run_1/class_map.png
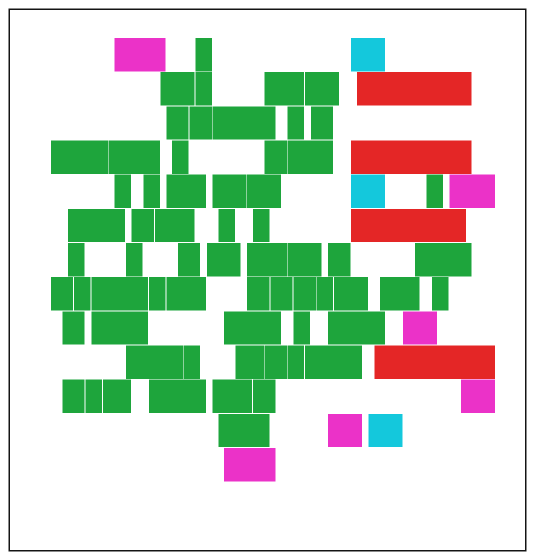
run_1/congestion_map.png
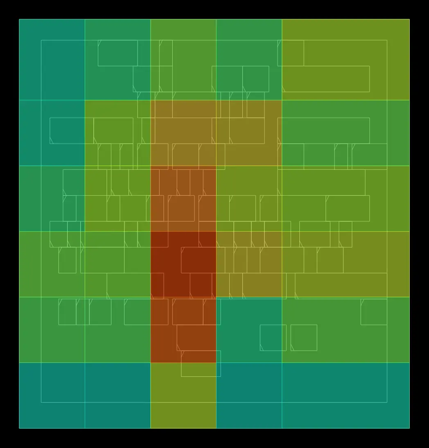
run_1/layers.png
The bar under the picture is 10 um long.
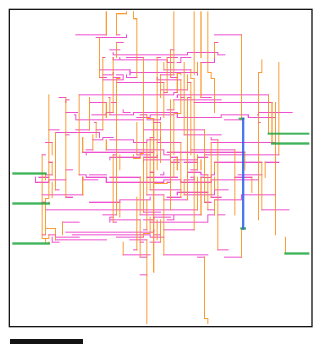
run_1/route_heat.png
The bar under the picture is 10 um long. 8 x 9 tiles, from dark blue (low) to red (high), scaled to the fullest tile. Values are wire area over tile area, all layers added.
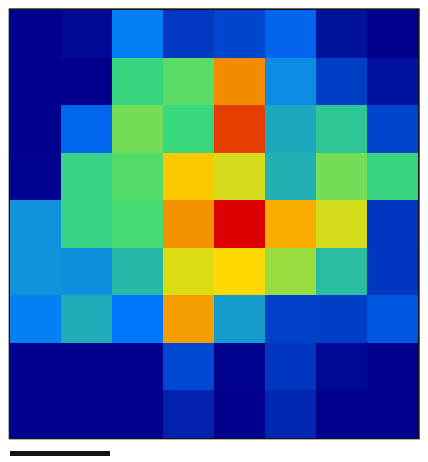
==> config.mk <==
export PLATFORM = sky130hd
export DESIGN_NAME = mode_counter
export DESIGN_NICKNAME = d
export VERILOG_FILES = /design/src/rtl/mode_counter.sv
export SDC_FILE = /design/constraint.sdc
export NUM_CORES = 1
export LEC_CHECK = 0
export CAP_MARGIN = 20
export CORE_AREA = 2 2 39 41
export DETAILED_ROUTE_END_ITERATION = 8
export DIE_AREA = 0 0 41 43
export DONT_BUFFER_PORTS = 1
export GPL_TIMING_DRIVEN = 0
export HOLD_SLACK_MARGIN = 0.06
export PLACE_DENSITY = 0.61
export SLEW_MARGIN = 20
export SYNTH_ARGS = -nofsm -noshare
export SYNTH_HDL_FRONTEND = slang
export SYNTH_SLANG_ARGS = --single-unit
==> constraint.sdc <==
create_clock -name CLK -period 2.1 [get_ports CLK]
set_input_delay 0.42 -clock CLK [delete_from_list [all_inputs] [get_ports CLK]]
set_output_delay 0.42 -clock CLK [all_outputs]
set_load 0.01 [all_outputs]
==> impl_metrics.tcl, run 1 <==
# metrics dict for downstream scripts
set metrics [dict create \
    status "finished, final reports clean" \
    top_logic_kind "AND-OR/OR-AND gates" \
    hold_depth 1 \
    pre_cts_slack_ns 0.214 \
    fin_nets 98 \
    tns_ns 0 \
    grt_max_degree 11 \
    cts_num_sinks 4 \
    fin_crit_sh_pct 96.0 \
    fp-utilization_pct 41.2 \
    synth_warnings 0 \
    cap_violations 0 \
    ys_ff 4 \
    ys_seq_share_pct 17.5 \
    ys_cells 72 \
    routed_via_density 5.33 \
    worst-r2r-setup-slack_ns 0.45 \
    gp_congestion 0.792 \
    cp_data_arrival_time_ns 1.60 \
    synth-edff-count 0 \
    regArea_um2 103 \
    setup_viol 0 \
    drtIter0Drc 5 \
    clk_pin_slew_worst_paths_ns 0.04 \
    clockRootBuffer "clkbuf_4" \
]
## Picture notes: class_map.png
legend:
  registers:
    colour: red
    cells: 4
    share_of_their_area: 16%
  clock-net drivers:
    colour: cyan
    cells: 3
    share_of_their_area: 3.6%
  remaining buffers and delay cells:
    colour: magenta
    cells: 6
    share_of_their_area: 8.8%
  remaining logic cells:
    colour: green
    cells: 64
    share_of_their_area: 71%
total core area: 1380 um2
Final Instance Area: 644 um2
Seq area share: 15.9%
post-layout util: 46.6%
Cell Rows: 14

## Picture notes: congestion_map.png
Total GRT Usage: 17.1%
met3 usage: 1.57%
routed len/inst: 13.6 um
met1 GRT Util: 22.2%
GR Layer Usage met2: 25.9%

## Picture notes: layers.png
legend:
  M4:
    colour: blue
    wire_length: 15.0 um
  M3:
    colour: green
    wire_length: 28.0 um
  M1:
    colour: magenta
    wire_length: 580 um
  M2:
    colour: orange
    wire_length: 642 um
final WL: 1.26 mm
Via Count: 496

## Picture notes: route_heat.png
densest ninth of the die: centre
fullest tile: 0.37
tiles over half the peak: 24%

-- run 1: where the power goes --
part	switching (mW)	leakage, nW	internal (mW)
Clock	0.0334	0.0138	0.0640
Combinational	0.0757	0.227	0.0672
Sequential	0.0203	0.0459	0.0875
-- run 1: layout by cell type, fill, tap and decap left out, drive strengths merged --
cell,count
a211oi,1
a21boi,1
a21o,1
a21oi,6
a221oi,1
a2bb2oi,1
a311oi,1
a31oi,1
and3b,1
buf,5
clkbuf,3
clkinv,1
dfrtp,4
dlygate4sd3,1
ha,9
inv,6
mux2,1
nand2,8
nand2b,1
nor2,4
nor2b,2
nor3,4
nor3b,1
o211ai,1
o21ai,6
o31ai,2
or4,1
xnor2,3
-- run 1: layout make-up --
class                           count  area share (%)
Clock buffer                        3            3.50
Tap cell                           16            3.11
Timing Repair Buffer                2            2.72
Buffer                              4            5.83
Multi-Input combinational cell     57            64.9
Sequential cell                     4            15.9
Inverter                            7            4.08
-- run 1: per-layer routing --
| layer | routed length, um | share of wire [%] | global-route usage, % | vias to the layer above |
|---|---|---|---|---|
| met2 | 641 | 51 | 25.9 | 8 |
| li1 | - | - | - | 259 |
| met1 | 579 | 46 | 22.2 | 227 |
| met4 | 14 | 1.1 | 10.0 | 0 |
| met3 | 27 | 2.1 | 1.57 | 2 |
| met5 | 0 | 0 | 0 | - |
-- run 1: timing repair --
action,in CTS,in global routing
resized,1,3
hold endpoints to repair,4,0
setup buffers,0,1
endpoints found under the setup margin,1,1
hold buffers,1,0
-- run 1: critical path, stage by stage (launching register included) --
cell     delay [ns]
dfrtp_2        0.44
inv_1          0.09
ha_1           0.22
mux2_1         0.30
a31oi_2        0.22
nor3_2         0.09
--- run 2 (diff from run 1) ---
--- a/config.mk
+++ b/config.mk
@@ -15,3 +15,2 @@
 export PLACE_DENSITY = 0.61
-export SLEW_MARGIN = 20
 export SYNTH_ARGS = -nofsm -noshare
--- a/constraint.sdc
+++ b/constraint.sdc
@@ -3,2 +3,2 @@
 set_output_delay 0.42 -clock CLK [all_outputs]
-set_load 0.01 [all_outputs]
+set_load 0.005 [all_outputs]
run_2/class_map.png
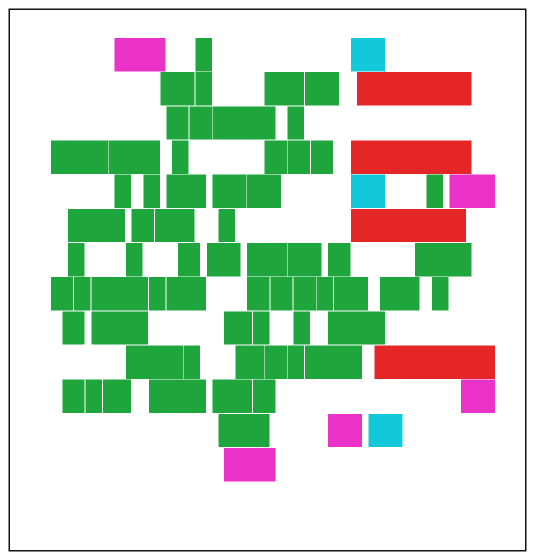
legend:
  remaining buffers and delay cells:
    colour: magenta
    cells: 5
    share_of_their_area: 7.9%
  clock-net drivers:
    colour: cyan
    cells: 3
    share_of_their_area: 3.7%
  registers:
    colour: red
    cells: 4
    share_of_their_area: 17%
  remaining logic cells:
    colour: green
    cells: 64
    share_of_their_area: 71%
Seq area share: 16.4%
post-layout util: 45.2%
Final Instance Area: 626 um2

run_2/layers.png
The bar under the picture is 10 um long.
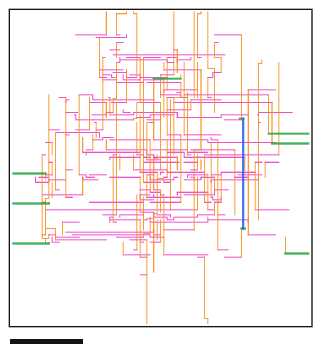
legend:
  M4:
    colour: blue
    wire_length: 15.0 um
  M3:
    colour: green
    wire_length: 31.6 um
  M2:
    colour: orange
    wire_length: 639 um
  M1:
    colour: magenta
    wire_length: 588 um
Via Count: 502
final WL: 1.27 mm
routed len/inst: 13.8 um

run_2/congestion_map.png
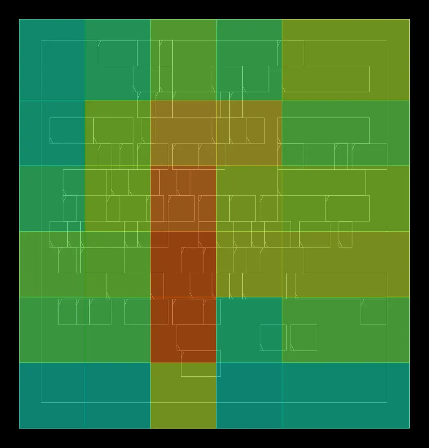
grt peak-use layer: met2

==> run 2 against run 1 <==
Net effect:
- clock power is essentially flat
- core utilization shrank 1.4 points
- power shrank 2.9%
- cell area shrank 2.9%
- critical path type unchanged
==> impl_metrics.tcl, run 2 <==
# metrics dict for downstream scripts
set metrics [dict create \
    postRouteAntennaNets 0 \
    core-area_um2 1380 \
    grt_pass1_vias 469 \
    cap_violations 0 \
    seqPwrFrac_pct 32.0 \
    ys_cells 72 \
    routed_via_density 5.46 \
    worstMarginPinSlew_ns 0.349 \
    gp_congestion 0.792 \
    layout_top_cell "ha_1" \
    groute.layer.met1.usage_pct 22.2 \
    regArea_um2 103 \
    top_cells_by_area "ha_1 (20%), dfrtp_1 (18%), a21oi_1 (5.3%), o21ai_1 (5.3%), nand2_1 (5.3%)" \
    intPower_uw 215 \
    ys_seq_share_pct 17.5 \
    use_met3_pct 1.57 \
    clockRootBuffer "clkbuf_4" \
    clock_latency_ns 0.24 \
    tns_ns 0 \
    synth_warnings 0 \
    synth-edff-count 0 \
    final_cell_mix "ha_1 (9), nand2_1 (8), o21ai_1 (6), a21oi_1 (6), inv_1 (5)" \
    grt_max_degree 11 \
    ys_ff 4 \
    power_frac_comb_pct 39.1 \
    status "finished, final reports clean" \
    worst-r2r-setup-slack_ns 0.44 \
    cts_num_sinks 4 \
    die_area_um2 1760 \
    fin_nets 97 \
    clk_path_buf_depth 2 \
    switching_share_pct 36.4 \
    largest_reg_flops 4 \
    power.share.clock_pct 28.8 \
    grt_usage_pct 17.1 \
    fin_crit_sh_pct 96.4 \
    fp-row-count 14 \
    switchingPower_uw 123 \
    setup_viol 0 \
    grt_util_met2_pct 25.9 \
    fmax_mhz 494 \
]
-- run 2: cell counts after synthesis --
No cell type changed its count.
-- run 2: repair_timing --
item	CTS	global route
setup endpoints to repair	1	1
endpoints found under the hold margin	4	0
hold buffers	1	0
resized	1	1
setup buffers	0	0
-- run 2: cell families after synthesis --
group,count (synthesis),synth area share [%]
flops,4,17.5
fa+ha+maj,9,19.7
xor+xnor,3,4.61
buf+inv,11,11.2
simple gates,22,20.2
mux,1,1.97
compound gates,22,24.8
-- run 2: stage by stage --
step	setup WS [ns]	utilization (%)	total power [mW]	cell area, um2	std cells
final	0.0766	45.2	0.338	626	92
after global placement	0.243	42.7	0.238	591	88
after floorplan	0.464	-	0.212	571	72
after global routing	0.00329	45.2	0.370	626	92
after CTS	0.0233	45.1	0.342	624	92
after detailed placement	0.235	42.7	0.239	591	88
-- run 2: worst max-delay path, stage by stage, from the launching register on --
cell,delay (ns)
dfrtp_2,0.44
inv_1,0.10
ha_1,0.22
mux2_1,0.29
a31oi_1,0.21
nor3_1,0.10
-- run 2: area by class of cell --
type / count / area share [%]
multi-input cells: 57 / 65.0
flip-flops and latches: 4 / 16.4
plain buffers: 4 / 6.00
inverters: 7 / 4.20
clock buffers: 3 / 3.60
well taps: 16 / 3.20
repair buffers: 1 / 1.60
-- run 2: layer usage --
| layer | up-vias | share of wire, % |
|---|---|---|
| met3 | 2 | 2.4 |
| met4 | 0 | 1.1 |
| met2 | 10 | 50 |
| met1 | 232 | 46 |
| met5 | - | 0 |
| li1 | 258 | - |
-- run 2: power by group through the flow --
stage	combinational [mW]	sequential (mW)	clock, mW
after floorplan	0.111	0.101	0
after detailed placement	0.131	0.108	0
after global routing	0.152	0.111	0.107
final	0.132	0.108	0.0975
after global placement	0.130	0.108	0
after CTS	0.133	0.108	0.101
Power and IR drop assume default switching activity.
